`config.mk`:
```
export PLATFORM = sky130hd
export DESIGN_NAME = pipe_front_regs
export DESIGN_NICKNAME = d
export VERILOG_FILES = /design/src/rtl/pipe_front_regs.sv
export SDC_FILE = /design/constraint.sdc
export NUM_CORES = 1
export LEC_CHECK = 0
export ABC_AREA = 1
export CAP_MARGIN = 20
export CORE_AREA = 8 8 233 235
export CTS_CLUSTER_SIZE = 30
export DETAILED_ROUTE_END_ITERATION = 12
export DIE_AREA = 0 0 241 243
export PLACE_DENSITY = 0.57
export SETUP_SLACK_MARGIN = 0.02
export SKIP_CTS_REPAIR_TIMING = 1
export SYNTH_ARGS = -nofsm -noshare
export SYNTH_HDL_FRONTEND = slang
export SYNTH_SLANG_ARGS = --single-unit
```
`constraint.sdc`:
```
create_clock -name clk -period 5 [get_ports clk]
set_clock_uncertainty 0.2 [all_clocks]
set_input_delay 0.5 -clock clk [delete_from_list [all_inputs] [get_ports clk]]
set_output_delay 0.5 -clock clk [all_outputs]
set_load 0.005 [all_outputs]
```
`src/rtl/pipe_front_regs.sv`:
```
`default_nettype none
// ----------------------------------------------------------------------------
// pipe_front_regs : PC, IF/ID and ID/EX pipeline state plus hazard counters.
// Rev 1.0
// ----------------------------------------------------------------------------
module pipe_front_regs #(
  parameter int unsigned      XLEN      = 32,
  parameter logic [XLEN-1:0]  RESET_PC  = '0,
  parameter logic [31:0]      NOP_INSTR = 32'h0000_0013,
  parameter int unsigned      CTRL_W    = 12
) (
  input  logic              clk,
  input  logic              rst,
  input  logic              F_stall_i,
  input  logic              D_stall_i,
  input  logic              D_flush_i,
  input  logic              E_flush_i,
  input  logic [XLEN-1:0]   F_pc_next_i,
  input  logic [31:0]       F_instr_i,
  input  logic [XLEN-1:0]   F_pc_plus4_i,
  output logic [XLEN-1:0]   F_pc_o,
  output logic [31:0]       D_instr_o,
  output logic [XLEN-1:0]   D_pc_o,
  output logic [XLEN-1:0]   D_pc_plus4_o,
  output logic              D_valid_o,
  output logic [4:0]        D_rf_a1_o,
  output logic [4:0]        D_rf_a2_o,
  output logic [4:0]        D_rf_a3_o,
  input  logic [XLEN-1:0]   D_rd1_i,
  input  logic [XLEN-1:0]   D_rd2_i,
  input  logic [XLEN-1:0]   D_imm_i,
  input  logic [CTRL_W-1:0] D_ctrl_i,
  output logic [XLEN-1:0]   E_rd1_o,
  output logic [XLEN-1:0]   E_rd2_o,
  output logic [XLEN-1:0]   E_imm_o,
  output logic [XLEN-1:0]   E_pc_o,
  output logic [XLEN-1:0]   E_pc_plus4_o,
  output logic [4:0]        E_rf_a1_o,
  output logic [4:0]        E_rf_a2_o,
  output logic [4:0]        E_rf_a3_o,
  output logic [CTRL_W-1:0] E_ctrl_o,
  output logic              E_valid_o,
  output logic [31:0]       stall_cnt_o,
  output logic [31:0]       flush_cnt_o
);

  localparam logic [31:0] CNT_MAX = 32'hFFFF_FFFF;

  logic [XLEN-1:0]   F_pc_q, F_pc_d;
  logic [31:0]       D_instr_q, D_instr_d;
  logic [XLEN-1:0]   D_pc_q, D_pc_d;
  logic [XLEN-1:0]   D_pc_plus4_q, D_pc_plus4_d;
  logic              D_valid_q, D_valid_d;
  logic [XLEN-1:0]   E_rd1_q, E_rd1_d;
  logic [XLEN-1:0]   E_rd2_q, E_rd2_d;
  logic [XLEN-1:0]   E_imm_q, E_imm_d;
  logic [XLEN-1:0]   E_pc_q, E_pc_d;
  logic [XLEN-1:0]   E_pc_plus4_q, E_pc_plus4_d;
  logic [4:0]        E_rf_a1_q, E_rf_a1_d;
  logic [4:0]        E_rf_a2_q, E_rf_a2_d;
  logic [4:0]        E_rf_a3_q, E_rf_a3_d;
  logic [CTRL_W-1:0] E_ctrl_q, E_ctrl_d;
  logic              E_valid_q, E_valid_d;
  logic [31:0]       stall_cnt_q, stall_cnt_d;
  logic [31:0]       flush_cnt_q, flush_cnt_d;

  logic [4:0]        D_rf_a1_w, D_rf_a2_w, D_rf_a3_w;

  assign D_rf_a1_w = D_instr_q[19:15];
  assign D_rf_a2_w = D_instr_q[24:20];
  assign D_rf_a3_w = D_instr_q[11:7];

  // A taken redirect must never be lost behind a simultaneous load-use stall.
  always_comb begin
    F_pc_d = F_pc_q;
    if (!F_stall_i || D_flush_i) begin
      F_pc_d = F_pc_next_i;
    end
  end

  always_comb begin
    D_instr_d    = D_instr_q;
    D_pc_d       = D_pc_q;
    D_pc_plus4_d = D_pc_plus4_q;
    D_valid_d    = D_valid_q;
    if (D_flush_i) begin
      D_instr_d    = NOP_INSTR;
      D_pc_d       = '0;
      D_pc_plus4_d = '0;
      D_valid_d    = 1'b0;
    end else if (!D_stall_i) begin
      D_instr_d    = F_instr_i;
      D_pc_d       = F_pc_q;
      D_pc_plus4_d = F_pc_plus4_i;
      D_valid_d    = 1'b1;
    end
  end

  always_comb begin
    E_rd1_d      = D_rd1_i;
    E_rd2_d      = D_rd2_i;
    E_imm_d      = D_imm_i;
    E_pc_d       = D_pc_q;
    E_pc_plus4_d = D_pc_plus4_q;
    E_rf_a1_d    = D_rf_a1_w;
    E_rf_a2_d    = D_rf_a2_w;
    E_rf_a3_d    = D_rf_a3_w;
    E_ctrl_d     = D_ctrl_i;
    E_valid_d    = D_valid_q;
    if (E_flush_i) begin
      E_rd1_d      = '0;
      E_rd2_d      = '0;
      E_imm_d      = '0;
      E_pc_d       = '0;
      E_pc_plus4_d = '0;
      E_rf_a1_d    = '0;
      E_rf_a2_d    = '0;
      E_rf_a3_d    = '0;
      E_ctrl_d     = '0;
      E_valid_d    = 1'b0;
    end
  end

  always_comb begin
    stall_cnt_d = stall_cnt_q;
    flush_cnt_d = flush_cnt_q;
    if (F_stall_i && (stall_cnt_q != CNT_MAX)) begin
      stall_cnt_d = stall_cnt_q + 32'd1;
    end
    if (D_flush_i && (flush_cnt_q != CNT_MAX)) begin
      flush_cnt_d = flush_cnt_q + 32'd1;
    end
  end

  always_ff @(posedge clk) begin
    if (rst) begin
      F_pc_q       <= RESET_PC;
      D_instr_q    <= NOP_INSTR;
      D_pc_q       <= '0;
      D_pc_plus4_q <= '0;
      D_valid_q    <= 1'b0;
      E_rd1_q      <= '0;
      E_rd2_q      <= '0;
      E_imm_q      <= '0;
      E_pc_q       <= '0;
      E_pc_plus4_q <= '0;
      E_rf_a1_q    <= '0;
      E_rf_a2_q    <= '0;
      E_rf_a3_q    <= '0;
      E_ctrl_q     <= '0;
      E_valid_q    <= 1'b0;
      stall_cnt_q  <= '0;
      flush_cnt_q  <= '0;
    end else begin
      F_pc_q       <= F_pc_d;
      D_instr_q    <= D_instr_d;
      D_pc_q       <= D_pc_d;
      D_pc_plus4_q <= D_pc_plus4_d;
      D_valid_q    <= D_valid_d;
      E_rd1_q      <= E_rd1_d;
      E_rd2_q      <= E_rd2_d;
      E_imm_q      <= E_imm_d;
      E_pc_q       <= E_pc_d;
      E_pc_plus4_q <= E_pc_plus4_d;
      E_rf_a1_q    <= E_rf_a1_d;
      E_rf_a2_q    <= E_rf_a2_d;
      E_rf_a3_q    <= E_rf_a3_d;
      E_ctrl_q     <= E_ctrl_d;
      E_valid_q    <= E_valid_d;
      stall_cnt_q  <= stall_cnt_d;
      flush_cnt_q  <= flush_cnt_d;
    end
  end

  assign F_pc_o       = F_pc_q;
  assign D_instr_o    = D_instr_q;
  assign D_pc_o       = D_pc_q;
  assign D_pc_plus4_o = D_pc_plus4_q;
  assign D_valid_o    = D_valid_q;
  assign D_rf_a1_o    = D_rf_a1_w;
  assign D_rf_a2_o    = D_rf_a2_w;
  assign D_rf_a3_o    = D_rf_a3_w;
  assign E_rd1_o      = E_rd1_q;
  assign E_rd2_o      = E_rd2_q;
  assign E_imm_o      = E_imm_q;
  assign E_pc_o       = E_pc_q;
  assign E_pc_plus4_o = E_pc_plus4_q;
  assign E_rf_a1_o    = E_rf_a1_q;
  assign E_rf_a2_o    = E_rf_a2_q;
  assign E_rf_a3_o    = E_rf_a3_q;
  assign E_ctrl_o     = E_ctrl_q;
  assign E_valid_o    = E_valid_q;
  assign stall_cnt_o  = stall_cnt_q;
  assign flush_cnt_o  = flush_cnt_q;

endmodule
`default_nettype wire

```
Fig. 1: run 1, routed clock nets over the placement
(1.5 px per um)
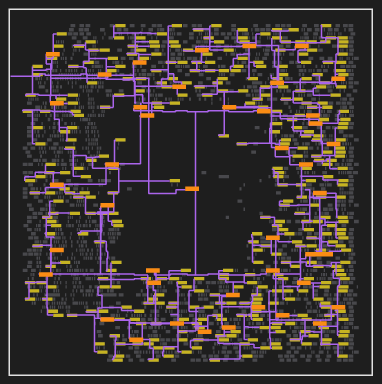
- orange: clock-net drivers (count 43)
- purple: clock wires (length 5230 um)
- yellow: flip-flops (count 381)
- routed clock nets: 44
- flops lie: spread over the die
Clk pwr share: 0.443
Late-Pin Clk Latency: 0.55 ns
Clk power: 3.07 mW

Fig. 2: run 1, signal wires on met3
(2 px per um) Cells faint in the background.
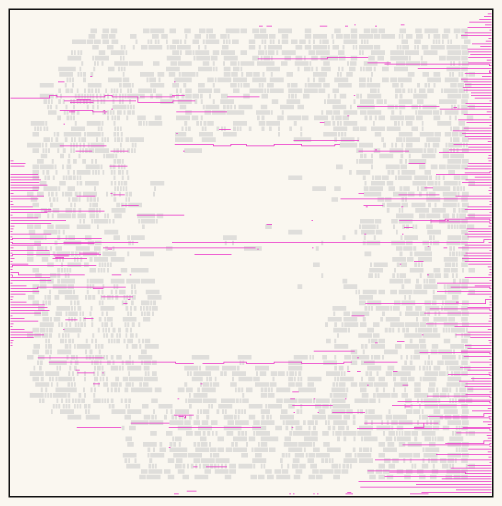
- share of all routed wire: 8.8%
- nets with wire on the layer: 304
- longest straight run: 156 um
GRT met3 Usage: 0.0604
via count: 13000

==> impl_metrics.toml, run 1 <==
# synthesis and place-and-route metrics
[die]
die_h_um = 243
std_cell_rows = 83
ioPinCount = 606

[synthesis]
netlist-cell-type-count = 32
avgSynthCellArea_um2 = 7.76
synth_flops = 381
synth_area_leader_cell = "dfxtp_1"
ys_seq_share = 0.560
async_flop_share = 0
yosys-stat-area_mm2 = 0.0136

[route]
ant_nets = 0
wl_per_cell_um = 18.6
drc = 0

[sta]
layout_min_cycle_time_ns = 2.59
slew_viol_final = 0
finalHoldViolations = 0
rsz0062_at_grt = "no"
max_freq_mhz = 386

[status]
status = "complete, no violations"

[run]
cap_violations = 0

[final_layout]
final_common_cell = "clkdlybuf4s50_1"
final_cell_mix = "clkdlybuf4s50_1 (604), nor2_1 (414), dfxtp_1 (381)"

[worst_setup_path]
r2r_cells = 10
path_max_fanout = 34
r2r_slack_ns = 2.52

[clock_network]
cts_buffer_depth = 3
cts_buffers = 43
htree_levels = 2

[power_and_ir_drop]
power_mw = 6.92

[placement]
place_congestion = 0.906

[worst_hold_path]
min_path_type = "reg2reg"

[global_routing]
grt_overflow = 0
grt_pass1_vias = 12700
Fig. 3: run 1, met1 routing
(1 px per um) Supply wires on this layer in gray.
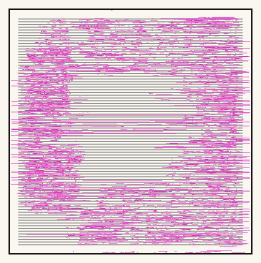
- share of all routed wire: 38%
- nets with wire on the layer: 2335

Fig. 4: run 1, local utilization
(1.5 px per um) 24 x 24 tiles, from white (low) to dark blue (high), 0 to 100% covered.
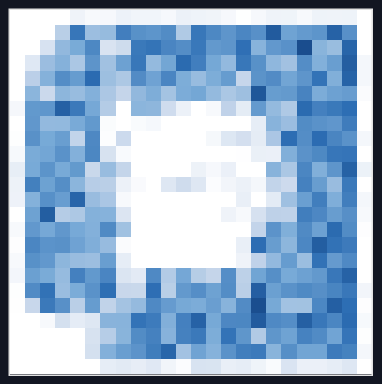
- tiles over 75% full: 4.9%
- nearly empty tiles: 21%
- fullest tile: 88%
- emptiest ninth of the die: center
- mean over tiles: 35%
Pre-Place Util: 0.269
Core Area: 0.0507 mm2
final core occ: 0.425

-- run 1: cell families after synthesis --
logic type                 synth area share
buffers and inverters                 0.109
and+or+nand+nor                       0.235
xor gates and xnor gates            0.00708
adders and majority gates           0.00184
AOI/OAI and AO/OA                    0.0877
DFF                                   0.560
-- run 1: worst max-delay path by stage --
stage / end / slack (ns) / cells past startpoint
after CTS: F_pc_o[18] / 2.47 / 7
after floorplan: stall_cnt_o[22] / 3.17 / 12
after global placement: F_pc_o[31] / 1.89 / 6
final: F_pc_o[16] / 2.41 / 7
after global routing: F_pc_o[26] / 2.24 / 7
after detailed placement: F_pc_o[18] / 1.87 / 7
-- run 1: layer usage --
| metal | part of all wire | vias to the layer above | GRT usage |
|---|---|---|---|
| met5 | 0.00023 | - | 0 |
| met4 | 0.035 | 2 | 0.0669 |
| met3 | 0.088 | 109 | 0.0604 |
| met2 | 0.50 | 430 | 0.324 |
| met1 | 0.38 | 5937 | 0.196 |
| li1 | - | 6483 | - |
-- run 1: layout make-up --
type / count / area [um2]
Antenna cell: 4 / 10.0
Clock buffer: 59 / 1220
Clock inverter: 15 / 150
Fill cell: 5162 / 29100
Inverter: 265 / 995
Multi-Input combinational cell: 1017 / 4530
Sequential cell: 381 / 7630
Tap cell: 680 / 851
Timing Repair Buffer: 615 / 6180
-- run 1: critical path, stage by stage --
cell and delay [ns]:
clkdlybuf4s50_1 0.67, inv_1 0.18, nor2_4 0.65, inv_1 0.28
buf_4 0.31, nor2_1 0.14, nor2_1 0.05
-- run 1: metrics by stage --
stage / setup slack [ns] / cell area [um2] / cells
final: 2.41 / 21600 / 3036
after global routing: 2.24 / 21600 / 3036
after CTS: 2.47 / 21500 / 3032
after detailed placement: 1.87 / 20200 / 2958
after global placement: 1.89 / 20200 / 2958
after floorplan: 3.17 / 13600 / 1755
-- run 1: power breakdown --
| part | internal (mW) | total, mW | leakage (nW) | switching, mW |
|---|---|---|---|---|
| sequential | 3.14 | 3.20 | 3.11 | 0.0624 |
| clock | 1.80 | 3.07 | 0.678 | 1.26 |
| combinational | 0.376 | 0.652 | 4.79 | 0.276 |
| total | 5.32 | 6.92 | 8.58 | 1.60 |
-- run 1: sequential cells by signal (all words and copies together) (netlist names), 12 cells and up --
| register | count |
|---|---|
| D_instr_o | 32 |
| D_pc_o | 32 |
| D_pc_plus4_o | 32 |
| E_ctrl_o | 12 |
| E_imm_o | 32 |
| E_pc_o | 32 |
| E_pc_plus4_o | 32 |
| E_rd1_o | 32 |
| E_rd2_o | 32 |
| F_pc_o | 32 |
| flush_cnt_o | 32 |
| stall_cnt_o | 32 |
-- run 1: cells in the mapped netlist, types with 2 or more instances --
master,count
nor2_4,6
xor2_1,5
o21ai_0,102
nor2_2,8
a211oi_1,10
nor3_1,5
nand3_1,56
nand2_2,7
inv_1,263
clkbuf_1,53
nor2_1,415
nand2_1,244
buf_1,5
ha_1,2
nand3_2,2
nand4_2,4
nand3b_1,4
a21oi_2,5
buf_6,6
nand4_1,22
a21oi_1,107
dfxtp_1,381
o21ai_1,2
buf_4,19
a31oi_1,3
xnor2_1,6
buf_2,8
## Run 2: what changed since run 1
- clock period: 5 -> 2.4 ns (I/O delays scaled with it)
Fig. 5: run 2, clock routing
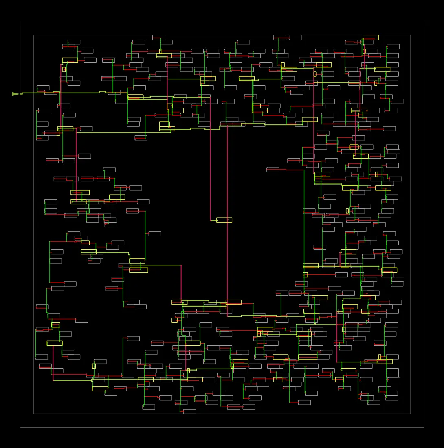
flop count: 381
TritonCTS buffer count: 43

Fig. 6: run 2, local utilization
(1.5 px per um) 24 x 24 tiles, from white (low) to dark blue (high), 0 to 100% covered.
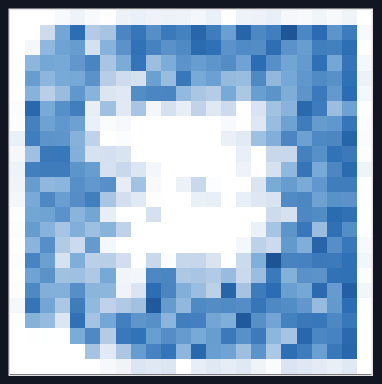
final core occ: 0.435

==> impl_metrics.toml, run 2 <==
# synthesis and place-and-route metrics
[die]
std_cell_rows = 83
die_h_um = 243
ioPinCount = 606
initial_core_util = 0.269

[route]
drc = 0
vias = 13100
ant_nets = 0
wl_per_cell_um = 18.5

[final_layout]
final_common_cell = "clkdlybuf4s50_1"
final_cell_mix = "clkdlybuf4s50_1 (604), nor2_1 (414), dfxtp_1 (381)"
final_cell_area_mm2 = 0.0220
register_area_mm2 = 0.00763
n_fill_cell = 5137

[synthesis]
netlist-cell-type-count = 32
ff_type = "dfxtp_1"
ys_seq_share = 0.560
synth_flops = 381
async_flop_share = 0
top_cells_by_count = "nor2_1 (415), dfxtp_1 (381), inv_1 (263)"
avgSynthCellArea_um2 = 7.76
synth_area_leader_cell = "dfxtp_1"

[clock_network]
clk_latency_ns = 0.55
cts_buffer_depth = 3
htree_levels = 2

[sta]
slew_viol_final = 0
finalHoldViolations = 0
rsz0062_at_grt = "no"
layout_min_cycle_time_ns = 2.12
layout_setup_ws_ns = 0.279

[run]
cap_violations = 0

[global_routing]
grt_pass1_vias = 12600
grt_overflow = 0

[placement]
place_congestion = 0.885
place_ws_ns = 0.220
postPlaceCellArea_mm2 = 0.0204
dp_cells = 2976

[power_and_ir_drop]
power_mw = 14.8

[status]
status = "complete, no violations"

[worst_setup_path]
r2r_slack_ns = 0.28
path_max_fanout = 8
r2r_cells = 11
## run 2: cell counts after synthesis
Identical to the previous run, type by type.
## run 2: worst max-delay path, cell delays in order, from the launching register on
cell     delay (ns)
dfxtp_1        0.41
ha_1           0.25
nand2_2        0.08
nor2_4         0.15
nand2_2        0.07
nor2_1         0.12
nand2_1        0.08
nand2_1        0.24
inv_1          0.21
nand2_1        0.10
nand2_1        0.05
nor2_1         0.09
## run 2: layer usage
layer,up-vias,share of wire,GRT usage
met3,83,0.079,0.0554
li1,6583,-,-
met5,-,0.00037,0
met2,422,0.51,0.331
met4,4,0.027,0.0658
met1,6002,0.38,0.197
## run 2: where the power goes
group / switching (mW) / internal (mW) / leakage, nW / total [mW]
clock network: 2.66 / 4.04 / 0.718 / 6.70
logic: 0.594 / 0.826 / 4.98 / 1.42
registers: 0.124 / 6.54 / 3.11 / 6.66
## run 2: final cells by class
type	instances	area share
Antenna cell	8	0.000908
Clock buffer	64	0.0583
Clock inverter	14	0.00755
Inverter	265	0.0451
Multi-Input combinational cell	1017	0.205
Sequential cell	381	0.346
Tap cell	680	0.0386
Timing Repair Buffer	655	0.298
## run 2: kinds of logic after synthesis
logic type,Yosys count,share of synthesized area
AND-OR/OR-AND,229,0.0877
AND/OR/NAND/NOR,775,0.235
flip-flops,381,0.560
XOR/XNOR,11,0.00708
adder cells (fa/ha/maj),2,0.00184
buffers and inverters,357,0.109
## run 2: metrics by stage
stage          hold WS, ns   util
5_1_grt           -0.00302  0.435
3_5_place_dp         0.241  0.402
3_3_place_gp         0.237  0.402
6_report           0.00676  0.435
2_1_floorplan        0.152      -
4_1_cts             -0.221  0.430
## run 2: how the worst max path moves through the flow
stage	start	to	slack, ns	depth (start not counted)
after detailed placement	D_flush_i	D_pc_plus4_o[26]	0.22	5
after global routing	stall_cnt_o[0]	stall_cnt_o[0]	0.06	11
after floorplan	stall_cnt_o[0]	stall_cnt_o[22]	0.57	12
after CTS	F_pc_o[31]	F_pc_o[31]	0.24	1
final	stall_cnt_o[0]	stall_cnt_o[0]	0.28	11
after global placement	D_flush_i	flush_cnt_o[30]	0.28	8
Power and IR drop assume default switching activity.
